Fig. 1: run 1, metal 2
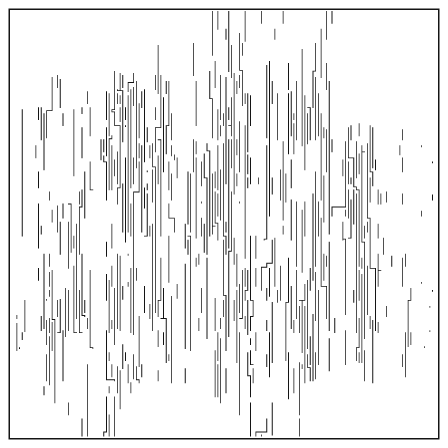
Fig. 2: run 1, cells coloured by class
The bar under the picture is 20 microns long. Fill, decap, tap and diode cells in grey.
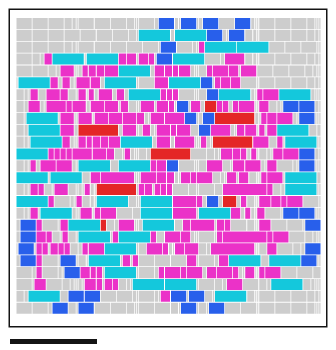
Fig. 3: run 1, drive-strength map
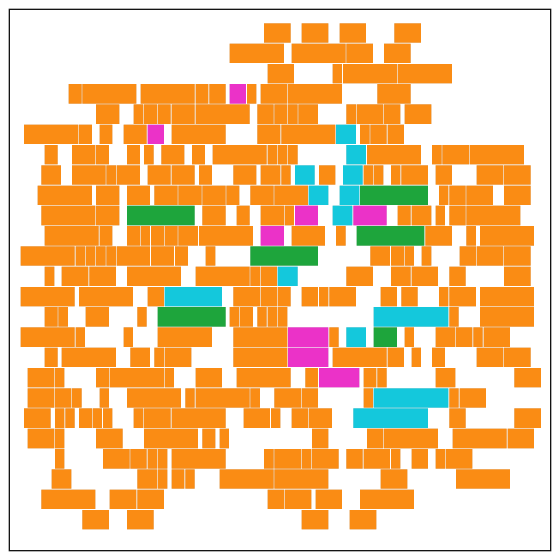
<file path="src/rtl/xcvr_ref_clk_gen.sv">
// Fabric-side transceiver reference clock source: 50% duty divided clock as a P/N pair.
// Latency: EN_REQ sampled at edge t -> EN_ACK at t+2, first P rise at t+2+hp.
// No backpressure; start/stop via EN_REQ/EN_ACK handshake, divide changes at period boundaries.
module xcvr_ref_clk_gen #(
    parameter int DIV_W        = 8,
    parameter int DEFAULT_HALF = 4,
    parameter int CYC_W        = 16
) (
    input  logic             CLK,
    input  logic             RESET,
    input  logic             EN_REQ,
    output logic             EN_ACK,
    input  logic [DIV_W-1:0] DIV_HALF,
    input  logic             DIV_LOAD,
    output logic             DIV_ERR,
    output logic             REF_CLK_OUT_P,
    output logic             REF_CLK_OUT_N,
    output logic             PERIOD_STB,
    output logic [CYC_W-1:0] CYCLE_CNT
);

    typedef enum logic [1:0] {
        ST_IDLE      = 2'd0,
        ST_START     = 2'd1,
        ST_RUN       = 2'd2,
        ST_STOP_WAIT = 2'd3
    } state_t;

    localparam logic [DIV_W-1:0] HP_RST  = DIV_W'(DEFAULT_HALF);
    localparam logic [DIV_W-1:0] DIV_ONE = DIV_W'(1);
    localparam logic [CYC_W-1:0] CYC_ONE = CYC_W'(1);

    state_t           state_q, state_d;
    logic [DIV_W-1:0] hp_q, hp_d;
    logic [DIV_W-1:0] cnt_q, cnt_d;
    logic [DIV_W-1:0] pend_q, pend_d;
    logic             pend_vld_q, pend_vld_d;
    logic             p_q, p_d;
    logic             n_q, n_d;
    logic             stb_q, stb_d;
    logic             err_q, err_d;
    logic [CYC_W-1:0] cyc_q, cyc_d;

    logic active;
    logic toggle;
    logic rise;
    logic fall;
    logic load_ok;
    logic apply;

    // Toggle engine runs in RUN and STOP_WAIT; a falling toggle closes a full period.
    assign active  = (state_q == ST_RUN) || (state_q == ST_STOP_WAIT);
    assign toggle  = active && (cnt_q == (hp_q - DIV_ONE));
    assign rise    = toggle && !p_q;
    assign fall    = toggle && p_q;
    assign load_ok = DIV_LOAD && (DIV_HALF != '0);
    // Pending value only lands on a full-period boundary or when starting, so no runt phase.
    assign apply   = pend_vld_q && (fall || (state_q == ST_START));

    // State register.
    always_ff @(posedge CLK) begin
        if (RESET) begin
            state_q <= ST_IDLE;
        end else begin
            state_q <= state_d;
        end
    end

    // Next-state logic; STOP_WAIT leaves only on a falling toggle so the last high phase is whole.
    always_comb begin
        state_d = state_q;
        case (state_q)
            ST_IDLE:      if (EN_REQ) state_d = ST_START;
            ST_START:     state_d = ST_RUN;
            ST_RUN:       if (!EN_REQ) state_d = ST_STOP_WAIT;
            ST_STOP_WAIT: begin
                if (EN_REQ) begin
                    state_d = ST_RUN;
                end else if (fall) begin
                    state_d = ST_IDLE;
                end
            end
            default:      state_d = ST_IDLE;
        endcase
    end

    // Output decode: acknowledge only while fully running.
    always_comb begin
        EN_ACK        = (state_q == ST_RUN);
        DIV_ERR       = err_q;
        REF_CLK_OUT_P = p_q;
        REF_CLK_OUT_N = n_q;
        PERIOD_STB    = stb_q;
        CYCLE_CNT     = cyc_q;
    end

    // Datapath next-state: divider counter, output phase, pending divide, period counter.
    always_comb begin
        cnt_d      = cnt_q;
        p_d        = p_q;
        cyc_d      = cyc_q;
        hp_d       = apply ? pend_q : hp_q;
        pend_d     = pend_q;
        pend_vld_d = pend_vld_q;
        stb_d      = rise;
        err_d      = DIV_LOAD && (DIV_HALF == '0);

        // A load coinciding with a boundary is kept pending for the next boundary.
        if (load_ok) begin
            pend_d     = DIV_HALF;
            pend_vld_d = 1'b1;
        end else if (apply) begin
            pend_vld_d = 1'b0;
        end

        case (state_q)
            ST_IDLE: begin
                cnt_d = '0;
                p_d   = 1'b0;
            end
            ST_START: begin
                cnt_d = '0;
                p_d   = 1'b0;
                cyc_d = '0;
            end
            default: begin
                if (toggle) begin
                    cnt_d = '0;
                    p_d   = ~p_q;
                    if (rise) begin
                        cyc_d = cyc_q + CYC_ONE;
                    end
                end else begin
                    cnt_d = cnt_q + DIV_ONE;
                end
            end
        endcase
        n_d = ~p_d;
    end

    // Datapath registers; reset truncates any phase in progress.
    always_ff @(posedge CLK) begin
        if (RESET) begin
            hp_q       <= HP_RST;
            cnt_q      <= '0;
            pend_q     <= '0;
            pend_vld_q <= 1'b0;
            p_q        <= 1'b0;
            n_q        <= 1'b1;
            stb_q      <= 1'b0;
            err_q      <= 1'b0;
            cyc_q      <= '0;
        end else begin
            hp_q       <= hp_d;
            cnt_q      <= cnt_d;
            pend_q     <= pend_d;
            pend_vld_q <= pend_vld_d;
            p_q        <= p_d;
            n_q        <= n_d;
            stb_q      <= stb_d;
            err_q      <= err_d;
            cyc_q      <= cyc_d;
        end
    end

endmodule

</file>
<file path="config.mk">
export PLATFORM = sky130hd
export DESIGN_NAME = xcvr_ref_clk_gen
export DESIGN_NICKNAME = d
export VERILOG_FILES = /design/src/rtl/xcvr_ref_clk_gen.sv
export SDC_FILE = /design/constraint.sdc
export NUM_CORES = 1
export LEC_CHECK = 0
export CAP_MARGIN = 10
export CORE_UTILIZATION = 49
export CTS_BUF_LIST = sky130_fd_sc_hd__clkbuf_16
export DETAILED_ROUTE_END_ITERATION = 7
export PLACE_DENSITY = 0.75
export SYNTH_ARGS = -nofsm -noshare
export SYNTH_HDL_FRONTEND = slang
export SYNTH_SLANG_ARGS = --single-unit
export TNS_END_PERCENT = 50
</file>
<file path="constraint.sdc">
create_clock -name CLK -period 3.4 [get_ports CLK]
set_input_delay 0.34 -clock CLK [delete_from_list [all_inputs] [get_ports CLK]]
set_output_delay 0.34 -clock CLK [all_outputs]
set_load 0.01 [all_outputs]
</file>
==> CHANGELOG.md, run 1 <==
### Implementation results

- Area growth syn-to-layout: 21.66%
- Cts hold-fix bufs: 0
- # clk buffers: 5
- Synth Register Bits: between 40 and 50
- Most numerous logic cell after layout: dfxtp_1
- Comb pwr: 0.110 mW
- Clock tree sinks: 47
- Setup TNS: 0 ns
- Synth mux share: 9.465%
- Largest net degree at the start of global routing: 27
- Chip Width: 72.46 microns
- Final clock-cell share: under 10%
- DP Area: 0.002814 sq mm
- Seq group: 0.575 mW
- Most frequent cells after synthesis: dfxtp_1 (47), nand2_1 (42), nor2_1 (24)
- Status: complete, no violations
- Slew @ Worst Pin: between 0.5 and 0.6 ns
- Worst vdd ir: 0.3594 mV
- Nets: 321
- Starting Density: 51.16%
- Die area: 0.005250 sq mm
- Dpl cells: 364
- Top comb family, area: simple AND/OR/NAND/NOR gates
- Most Crowded Layer GR: met2
- Rel. slew slack: 65.79%
- Yosys aoi share: 13.84%
- Post-CTS Resized: 0
- Crit-path max FO: 16
- Hold Crit Class: reg -> reg
- # IOs: 33
- Sequential area share after synthesis: 38.68%
- Net Sw Frac: between 20% and 30%
- Top Layer Used: met4
- Register Area: 940.9 sq um
- RSZ-0062 raised after global routing: false
- Most numerous cell in the Yosys netlist: dfxtp_1
- Comb gates: 204
- Top_reg_cell synth: dfxtp_1
- Final cell count without fillers: 372
- Non-clk invs: 6
- CTS root buf: clkbuf_16
- Largest cell class: logic gates
- Worst hold stages: 2
- Row Count: 25
- CTS tree: yes
- Crit path time final: 2.965 ns
- Syn_area_per_cell: 8.877 sq um
- Latency at later pin: 0.28 ns
- Reg2reg end: CYCLE_CNT[14]
- Non-clock buffers: roughly 40
- Fmax: 337.2 MHz
- Mapped Area: 0.002432 sq mm
- Leakage: between 1 and 1.5 nW
- Worst Reg-to-Reg Cells: 12
- Met1 usage: 26.47%
- Clock power share: 41.5%
- Number of flip-flops in the largest register: 16
- Worst hold start: pend_vld_q
- Register share of total power: between 40 and 50%
- CP top delay family: AND-OR/OR-AND gates
- R2r setup slk: around 0.43 ns
- Crit path DRT: about 3.6 ns
- Syn Inst Count: 274
- Hold Vio Cnt, Final: 0
- Dpl hpwl: approximately 3500 microns
- Layout cells sized above 1: ~8.9%
- Placer congestion estimate: 0.7996
- Clock buffer count from CTS: 5
- Xor/xnor share: 6.121%
- First-pass GRT wire length: between 8000 and 9000 microns
- Overflow after GRT: 0
- Top Consumer: registers
- R2r startpoint: hp_q[0]
- Cells in synth_stat.txt: 274
- Crit path kind: reg -> reg
- Comb area: 0.001386 sq mm
- Core Area: between 0.004 and 0.005 sq mm
- Int Pwr: about 0.9 mW
- Initial antenna violation count: 0
## Picture notes: Fig. 1
share of all routed wire: 52%
main direction: vertical
longest straight run: 26.2 microns
nets with wire on the layer: 261
final wirelength: 4975 microns
met2 usage: 37.49%
vias: 2011

## Picture notes: Fig. 2
| colour | class | cells |
|---|---|---|
| red | clock drivers and dummy loads | 8 |
| magenta | combinational and other logic | 210 |
| blue | other buffers and delay cells | 40 |
| cyan | flops | 47 |

## Picture notes: Fig. 3
| colour | size | cells | share |
|---|---|---|---|
| orange | _0 and _1 cells | 278 | 91% |
| cyan | _3 and _4 cells | 13 | 4.3% |
| green | _6 and larger | 6 | 2.0% |
| magenta | _2 cells | 8 | 2.6% |
Post-Layout Inst Area: 0.002959 sq mm
Setup WS post-layout: 0.4346 ns

Fig. 4: run 1, clock nets
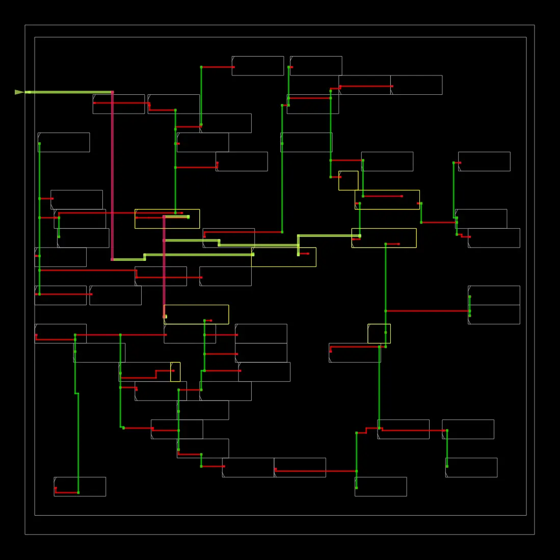

==> run 1 -> run 2 <==
--- a/config.mk
+++ b/config.mk
@@ -6,10 +6,10 @@
 export NUM_CORES = 1
 export LEC_CHECK = 0
 export CAP_MARGIN = 10
-export CORE_UTILIZATION = 49
+export CORE_UTILIZATION = 54
 export CTS_BUF_LIST = sky130_fd_sc_hd__clkbuf_16
 export DETAILED_ROUTE_END_ITERATION = 7
-export PLACE_DENSITY = 0.75
+export PLACE_DENSITY = 0.79
 export SYNTH_ARGS = -nofsm -noshare
 export SYNTH_HDL_FRONTEND = slang
 export SYNTH_SLANG_ARGS = --single-unit
==> constraint.sdc (replaced) <==
create_clock -name CLK -period 3.2 [get_ports CLK]
set_input_delay 0.32 -clock CLK [delete_from_list [all_inputs] [get_ports CLK]]
set_output_delay 0.32 -clock CLK [all_outputs]
set_load 0.01 [all_outputs]
Fig. 5: run 2, clock nets
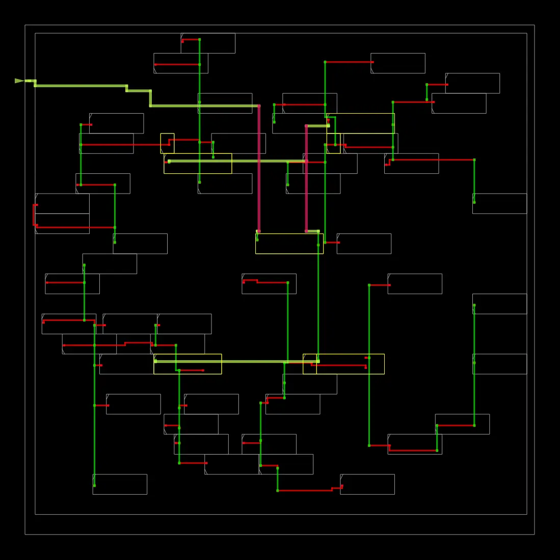
Latency at later pin: 0.28 ns
Clk power: 0.492 mW
clock buffer count from CTS: 5
Worst Skew: 0.006083 ns

Fig. 6: run 2, metal 2
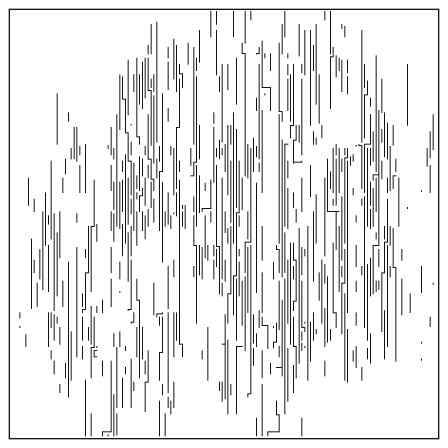
share of all routed wire: 52%
longest straight run: 26.5 microns
wire length on this layer: 2660 microns
nets with wire on the layer: 268
met2 usage: 38.73%
vias: 2043
final wirelength: 5080 microns

==> run 2 against run 1 <==
Against the previous run:
- count of clock-buffer cells in the layout did not move
- synthesized cell count did not move
- combinational power rose by 4%
- clock skew rose by 0.0021 ns
- sequential power rose by 6.3%
- utilization rose by 5.0 points
- flip-flop count did not move
- die area fell by 9.0%
- sequential share of layout area rose by 0.34 points
- cell area fell by 1.1%
- largest power group unchanged
- highest routed layer unchanged
==> CHANGELOG.md, run 2 <==
### Implementation results

- Status: complete, no violations (unchanged)
- Crit path kind: reg -> reg (unchanged)
- Comb area: 0.001394 sq mm (was 0.001386 sq mm)
- Rel. slew slack: 19.42% (was 65.79%)
- Fmax: 354.7 MHz (was 337.2 MHz)
- Syn_area_per_cell: 8.877 sq um (unchanged)
- Crit-path max FO: 5 (was 16)
- Die area: 0.004777 sq mm (was 0.005250 sq mm)
- CTS root buf: clkbuf_16 (unchanged)
- R2r setup slk: 0.38 ns (was 0.43 ns)
- Mapped Area: 0.002432 sq mm (unchanged)
- Comb gates: 204 (unchanged)
- Crit path DRT: 3.41 ns (was 3.61 ns)
- Core Area: 0.004354 sq mm (was 0.004755 sq mm)
- Post-Layout Inst Area: 0.002928 sq mm (was 0.002959 sq mm)
- Post-CTS Resized: 0 (unchanged)
- Setup TNS: 0 ns (unchanged)
- CTS tree: yes (unchanged)
- Synth mux share: 9.465% (unchanged)
- Top_reg_cell synth: dfxtp_1 (unchanged)
- Largest cell class: logic gates (unchanged)
- Sequential area share after synthesis: 38.68% (unchanged)
- Worst hold stages: 2 (unchanged)
- Synth Register Bits: 47 (unchanged)
- Reg2reg end: CYCLE_CNT[15] (was CYCLE_CNT[14])
- Clock tree sinks: 47 (unchanged)
- Comb pwr: 0.114 mW (was 0.110 mW)
- DP Area: 0.002788 sq mm (was 0.002814 sq mm)
- Top Layer Used: met4 (unchanged)
- Register Area: 940.9 sq um (unchanged)
- R2r startpoint: hp_q[0] (unchanged)
- Setup WS post-layout: 0.3804 ns (was 0.4346 ns)
- Overflow after GRT: 0 (unchanged)
- # IOs: 33 (unchanged)
- Seq group: 0.611 mW (was 0.575 mW)
- Clock power share: 40.4% (was 41.5%)
- Int Pwr: 0.9320 mW (was 0.8849 mW)
- Worst hold start: pend_q[2] (was pend_vld_q)
- Worst vdd ir: 0.3167 mV (was 0.3594 mV)
- Hold Crit Class: reg -> reg (unchanged)
- Area growth syn-to-layout: 20.37% (was 21.66%)
- Most Crowded Layer GR: met2 (unchanged)
- Most frequent cells after synthesis: dfxtp_1 (47), nand2_1 (42), nor2_1 (24) (unchanged)
- Xor/xnor share: 6.121% (unchanged)
- Hold Vio Cnt, Final: 0 (unchanged)
- Non-clk invs: 6 (unchanged)
- Yosys aoi share: 13.84% (unchanged)
- First-pass GRT wire length: 8728 microns (was 8735 microns)
- Largest net degree at the start of global routing: 38 (was 27)
- Top Consumer: registers (unchanged)
- Register share of total power: 50.2% (was 49.1%)
- Net Sw Frac: 23.41% (was 24.42%)
- Top comb family, area: simple AND/OR/NAND/NOR gates (unchanged)
- Slew @ Worst Pin: 1.204 ns (was 0.5121 ns)
- Row Count: 24 (was 25)
- Number of flip-flops in the largest register: 16 (unchanged)
- Chip Width: 69.12 microns (was 72.46 microns)
- Cells in synth_stat.txt: 274 (unchanged)
Fig. 7: run 2, drive-strength map
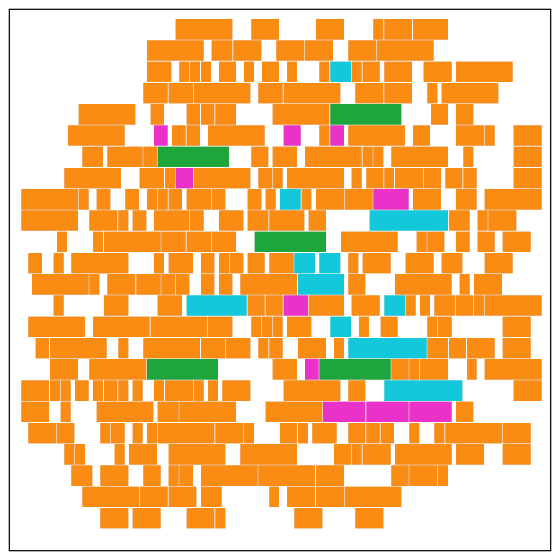
| colour | size | cells | share |
|---|---|---|---|
| cyan | _3 and _4 cells | 11 | 3.6% |
| green | _6 and larger | 5 | 1.7% |
| magenta | _2 cells | 10 | 3.3% |
| orange | _0 and _1 cells | 277 | 91% |

Power figures rest on the tool's default switching activity, not on a simulated workload.
